### Metal 3

Scale bar: 20 um.
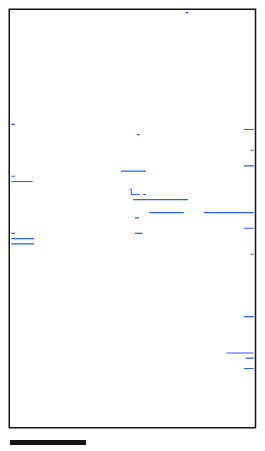
### Metal layers overlaid

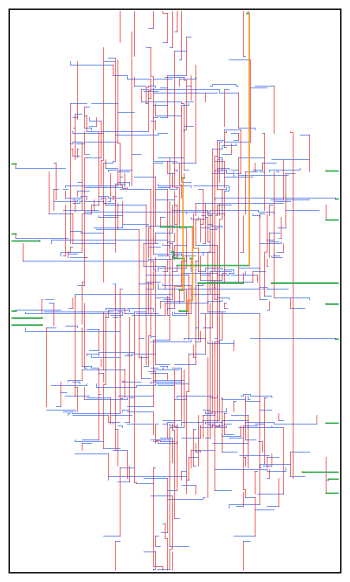
### Close-up of the layout

Window x 12 to 52, y 13 to 53 um. Cells in grey, sequential cells in the stronger grey; small squares are vias.
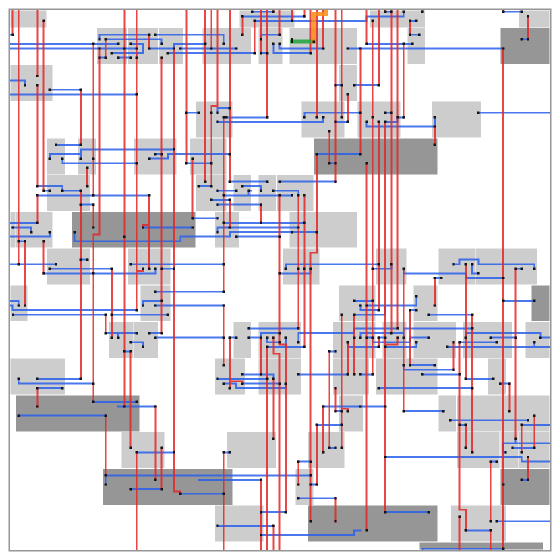
### Routed clock nets over the placement

Scale bar: 20 um.
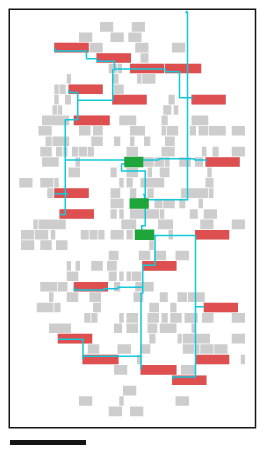
### Cell outlines without signal wires

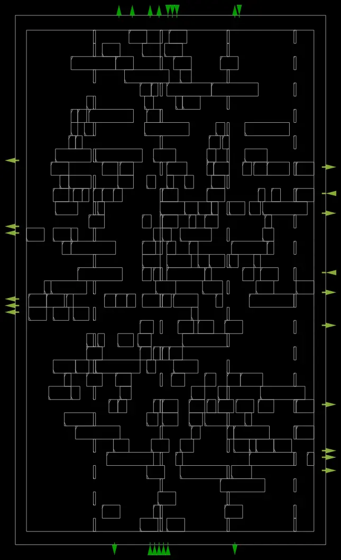
==> config.mk <==
export PLATFORM = sky130hd
export DESIGN_NAME = multi_channel_credit_shell
export DESIGN_NICKNAME = d
export VERILOG_FILES = /design/src/rtl/multi_channel_credit_shell.sv
export SDC_FILE = /design/constraint.sdc
export NUM_CORES = 1
export LEC_CHECK = 0
export CORE_ASPECT_RATIO = 1.75
export CORE_MARGIN = 2
export CORE_UTILIZATION = 25
export CTS_CLUSTER_DIAMETER = 150
export DETAILED_ROUTE_END_ITERATION = 7
export GPL_TIMING_DRIVEN = 1
export PLACE_DENSITY = 0.44
export SLEW_MARGIN = 0
export SYNTH_ARGS = -nofsm -noshare
export SYNTH_HDL_FRONTEND = slang
export SYNTH_SLANG_ARGS = --single-unit
==> constraint.sdc <==
create_clock -name clk -period 4.01 [get_ports clk]
set_input_delay 0.802 -clock clk [delete_from_list [all_inputs] [get_ports clk]]
set_output_delay 0.802 -clock clk [all_outputs]
set_load 0.01 [all_outputs]
==> src/rtl/multi_channel_credit_shell.sv <==
// Per-destination credit regulator for a NoC master.
// Gates sends on the destination's credits, returns credits on replies, and supports a drain/quiesce handshake.
module multi_channel_credit_shell #(
  parameter int NUM_CHANNELS = 4,
  parameter int NUM_CREDITS  = 8,
  localparam int DW = (NUM_CHANNELS > 1) ? $clog2(NUM_CHANNELS) : 1,
  localparam int CW = $clog2(NUM_CREDITS + 1)
) (
  input  logic                       clk,
  input  logic                       rst,
  input  logic                       send_valid,
  input  logic [DW-1:0]              send_dest,
  output logic                       send_ready,
  output logic                       noc_valid,
  input  logic                       noc_ready,
  input  logic                       resp_valid,
  input  logic [DW-1:0]              resp_src,
  input  logic                       resp_ready,
  input  logic                       drain_req,
  output logic                       drained,
  output logic [NUM_CHANNELS*CW-1:0] credits,
  output logic                       err_overflow,
  output logic                       err_bad_dest
);

  localparam logic [DW:0]   NCH  = (DW + 1)'(NUM_CHANNELS);
  localparam logic [CW-1:0] FULL = CW'(NUM_CREDITS);
  localparam logic [CW-1:0] ONE  = CW'(1);

  typedef enum logic [1:0] {ACTIVE, DRAINING, DRAINED} state_t;

  state_t                  state;
  logic [CW-1:0]           cnt [NUM_CHANNELS];
  logic                    send_dest_ok;
  logic                    resp_src_ok;
  logic                    sel_nonzero;
  logic                    all_full;
  logic                    has_credit;
  logic [NUM_CHANNELS-1:0] send_fire;
  logic [NUM_CHANNELS-1:0] resp_fire;
  logic [NUM_CHANNELS-1:0] overflow_hit;

  // Zero-extend the index so the range check also works when NUM_CHANNELS is a power of two.
  assign send_dest_ok = ({1'b0, send_dest} < NCH);
  assign resp_src_ok  = ({1'b0, resp_src} < NCH);

  always_comb begin
    sel_nonzero = 1'b0;
    all_full    = 1'b1;
    credits     = '0;
    for (int i = 0; i < NUM_CHANNELS; i++) begin
      if (send_dest == DW'(i) && cnt[i] != '0) sel_nonzero = 1'b1;
      if (cnt[i] != FULL) all_full = 1'b0;
      credits[i*CW +: CW] = cnt[i];
    end
  end

  assign has_credit = send_dest_ok && sel_nonzero && (state == ACTIVE);
  assign noc_valid  = send_valid && has_credit;
  assign send_ready = has_credit && noc_ready;

  always_comb begin
    send_fire    = '0;
    resp_fire    = '0;
    overflow_hit = '0;
    for (int i = 0; i < NUM_CHANNELS; i++) begin
      send_fire[i]    = send_valid && send_ready && (send_dest == DW'(i));
      resp_fire[i]    = resp_valid && resp_ready && resp_src_ok && (resp_src == DW'(i));
      overflow_hit[i] = resp_fire[i] && !send_fire[i] && (cnt[i] == FULL);
    end
  end

  // A same-channel send and reply cancel out; an overflowing reply saturates at FULL.
  always_ff @(posedge clk or posedge rst) begin
    if (rst) begin
      for (int i = 0; i < NUM_CHANNELS; i++) cnt[i] <= FULL;
      err_overflow <= 1'b0;
      err_bad_dest <= 1'b0;
    end else begin
      for (int i = 0; i < NUM_CHANNELS; i++) begin
        if (send_fire[i] && !resp_fire[i])
          cnt[i] <= cnt[i] - ONE;
        else if (resp_fire[i] && !send_fire[i] && cnt[i] != FULL)
          cnt[i] <= cnt[i] + ONE;
      end
      if (|overflow_hit) err_overflow <= 1'b1;
      if ((send_valid && !send_dest_ok) || (resp_valid && !resp_src_ok))
        err_bad_dest <= 1'b1;
    end
  end

  // Drain FSM; drained is registered alongside the state so it lags the entry into DRAINING.
  always_ff @(posedge clk or posedge rst) begin
    if (rst) begin
      state   <= ACTIVE;
      drained <= 1'b0;
    end else begin
      case (state)
        ACTIVE: begin
          if (drain_req) state <= DRAINING;
        end
        DRAINING: begin
          if (!drain_req) begin
            state <= ACTIVE;
          end else if (all_full) begin
            state   <= DRAINED;
            drained <= 1'b1;
          end
        end
        DRAINED: begin
          if (!drain_req) begin
            state   <= ACTIVE;
            drained <= 1'b0;
          end
        end
        default: begin
          state   <= ACTIVE;
          drained <= 1'b0;
        end
      endcase
    end
  end

endmodule

==> impl_metrics.env <==
# flow metrics
export IMPL_outcome="finished clean"
export IMPL_maxCapViolCount=0
export IMPL_wirelength_mm=4.141
export IMPL_holdBufCountCts=0
export IMPL_ir_drop_uv=268.9
export IMPL_grt_pass1_vias=1383
export IMPL_warnings=26
export IMPL_mux_share_pct=2.615
export IMPL_post_cts_repair_setup_buffers=0
export IMPL_postSynthNetCount=192
export IMPL_slew_limit_headroom_pct=42.52
export IMPL_drt_pre_antenna_iters=4
export IMPL_combPwrFrac_pct=49.5
export IMPL_fin_area_um2=2027
export IMPL_synth_cell_type_count=50
export IMPL_crit_fanout=11
export IMPL_hold_viol_final=0
export IMPL_clock_sinks=20
export IMPL_aoi_share_pct=16.48
export IMPL_synth_edff_count=0
export IMPL_syn_inst=169
export IMPL_yosys_warnings=0
export IMPL_ff_type="dfrtp_1"
export IMPL_holdCritStartpoint="err_overflow"
export IMPL_dp_cells=278
export IMPL_rsz0062_at_grt="false"
export IMPL_antenna_found_initial=0
export IMPL_drtIter0Drc=27
export IMPL_lay_top_count="clkdlybuf4s50_1"
export IMPL_finalPower_mw=1.191
export IMPL_cts_buffers=3
export IMPL_fin_skew_ns=0.004249
export IMPL_wl_per_cell_um=14.68
export IMPL_track_usage_pct=12.62
export IMPL_overflow=0
export IMPL_via_per_inst=4.915
export IMPL_cts_max_level=1
export IMPL_p_int_mw=0.7104
export IMPL_path_class="in2out"
export IMPL_postRouteAntennaNets=0
export IMPL_ys_cells=169
export IMPL_p_clk_share_pct=13.9
export IMPL_post_cts_resized=0
export IMPL_die_x_um=64.08
export IMPL_syn2layout_area_growth_pct=28.37
export IMPL_placed_area_um2=1972
export IMPL_gp_congestion=0.7389
export IMPL_synth_area_um2=1579
export IMPL_worst_pin_slew_ns=0.8613
export IMPL_worst_setup_path_start_kind="primary input"
export IMPL_slew_viol_final=0
export IMPL_vias=1386
export IMPL_initial_utilization_pct=25.74
export IMPL_grt_max_degree=21
export IMPL_drive_gt1_share_pct=10.89
export IMPL_startpoint="send_dest[0]"
export IMPL_cts_root_buf="clkbuf_8"
export IMPL_synth_xor_area_share_pct=6.022
export IMPL_io_pin_count=32
export IMPL_worst_ep_arrival_time_ns=2.86
export IMPL_end_kind="primary output"
export IMPL_drc_errors=0
export IMPL_hpwlAfterDp_mm=3.230
export IMPL_critPathRequiredTime_ns=3.21
export IMPL_ys_area_um2=1579
export IMPL_switching_power_mw=0.4809
export IMPL_finalSetupViolCount=0
export IMPL_clk_path_buf_depth=2
export IMPL_synthArstFlopShare_pct=100.0
export IMPL_leakagePower_nw=0.8330
export IMPL_grt_pass1_wl_mm=6.879
export IMPL_ys_seq_share_pct=32.01
export IMPL_logic_family="simple AND/OR/NAND/NOR gates"
export IMPL_synth_area_per_cell_um2=9.343
export IMPL_powerDensity_nw_per_um2=587.7
export IMPL_io_buffers=30
export IMPL_simple_gate_area_share_pct=26.23
export IMPL_std_cell_rows=38
export IMPL_period_needed_ns=3.666
export IMPL_dieArea_um2=6993
-- 'Metal 3' (at the start) --
main direction: horizontal
nets with wire on the layer: 21

-- 'Metal layers overlaid' (at the start) --
legend:
  orange:
    layer: M4
    wire_length: 88.0 um
  red:
    layer: M2
    wire_length: 2320 um
  blue:
    layer: M1
    wire_length: 1640 um
  green:
    layer: M3
    wire_length: 88.2 um

-- 'Close-up of the layout' (at the start) --
legend:
  orange:
    layer: M4
  green:
    layer: M3
  blue:
    layer: M1
  red:
    layer: M2
most frequent: nand2_1 (5), inv_1 (4), nor3b_1 (4)
netlist names of flops here include: `credits` (4), `err_overflow` (1)
cells with their middle in the window: 67
sequential cells in the window: 5

-- 'Routed clock nets over the placement' (at the start) --
legend:
  cyan:
    item: clock wires
    length: 387 um
  red:
    item: flip-flops
    count: 20
  green:
    item: clock-net drivers
    count: 3
routed clock nets: 4
clk pwr: 0.166 mW
Insertion Delay late pin: 0.27 ns

-- 'Cell outlines without signal wires' (at the start) --
Seq area share: 24.94%
Post-Layout Cell Count: 282
fillcell total: 676
Tapcells: 80

worst max-delay path, stage by stage:
cell and delay [ns]:
clkdlybuf4s50_1 0.68, nor3b_1 0.14, a22o_4 0.30, nor3_1 0.33
clkdlybuf4s50_1 0.61
power groups by stage:
stage	Sequential (mW)	Combinational (mW)	Clock [mW]
5_1_grt	0.462	0.658	0.179
4_1_cts	0.441	0.602	0.172
2_1_floorplan	0.448	0.309	0
3_5_place_dp	0.444	0.600	0
3_3_place_gp	0.446	0.594	0
6_report	0.436	0.590	0.166
state kept, by name (all words and copies together), names as in the netlist:
name	count
state	2
credits	16
err_overflow	1
drained	1
per-stage QoR:
| step | hold WS [ns] | setup slack [ns] | util [%] |
|---|---|---|---|
| final | 0.4871 | 0.3440 | 33.05 |
| after global routing | 0.5253 | 0.2524 | 33.05 |
| after CTS | 0.4960 | 0.3503 | 33.05 |
| after detailed placement | 0.4734 | 0.3756 | 32.15 |
| after global placement | 0.4791 | 0.4090 | 32.15 |
| after floorplan | 0.4935 | 1.221 | - |
path summary, 6_finish.rpt:
path                                end  slack (ns)  cells after the start
min                        err_overflow        0.49                      2
max                          send_ready        0.34                      5
min in group asynchronous  err_overflow        1.01                      2
max reg2reg                  credits[7]        1.30                      9
max in group asynchronous   credits[10]        2.46                      2
min reg2reg                err_overflow        0.49                      2
cell usage after synthesis, types with 3 or more instances:
library cell | n | share of area [%]
a21o_1 | 3 | 1.4
a21oi_1 | 10 | 3.2
dfrtp_1 | 16 | 25
dfstp_2 | 4 | 6.7
fa_1 | 4 | 5.1
ha_1 | 8 | 6.3
inv_1 | 17 | 4.0
mux2i_1 | 3 | 1.9
nand2_1 | 12 | 2.9
nand3_1 | 7 | 2.2
nor2_1 | 8 | 1.9
nor3_1 | 9 | 2.9
nor3b_1 | 8 | 3.8
nor4b_1 | 3 | 1.7
o21ai_0 | 3 | 0.95
o22ai_1 | 3 | 1.2
xnor2_1 | 4 | 2.2
xor2_1 | 5 | 2.8
cell type report:
type,count,area (um2)
Fill cell,676,4106
Multi-Input combinational cell,130,994.7
Sequential cell,20,505.5
Timing Repair Buffer,31,307.8
Tap cell,80,100.1
Inverter,17,63.81
Clock buffer,4,55.05
layer usage:
metal | wire, um | part of all wire, % | GRT usage (%) | vias to the layer above
li1 | - | - | - | 683
met1 | 1641 | 40 | 13.97 | 667
met2 | 2323 | 56 | 24.55 | 29
met3 | 88 | 2.1 | 1.032 | 7
met4 | 87 | 2.1 | 4.348 | 0
met5 | 0 | 0 | 0 | -
kinds of logic after synthesis:
family | count (synthesis)
AOI/OAI and AO/OA | 36
xor gates and xnor gates | 10
adders and majority gates | 12
buffers and inverters | 19
DFF | 20
muxes | 4
other | 1
and+or+nand+nor | 67
Power is estimated from default activity; no workload was simulated.
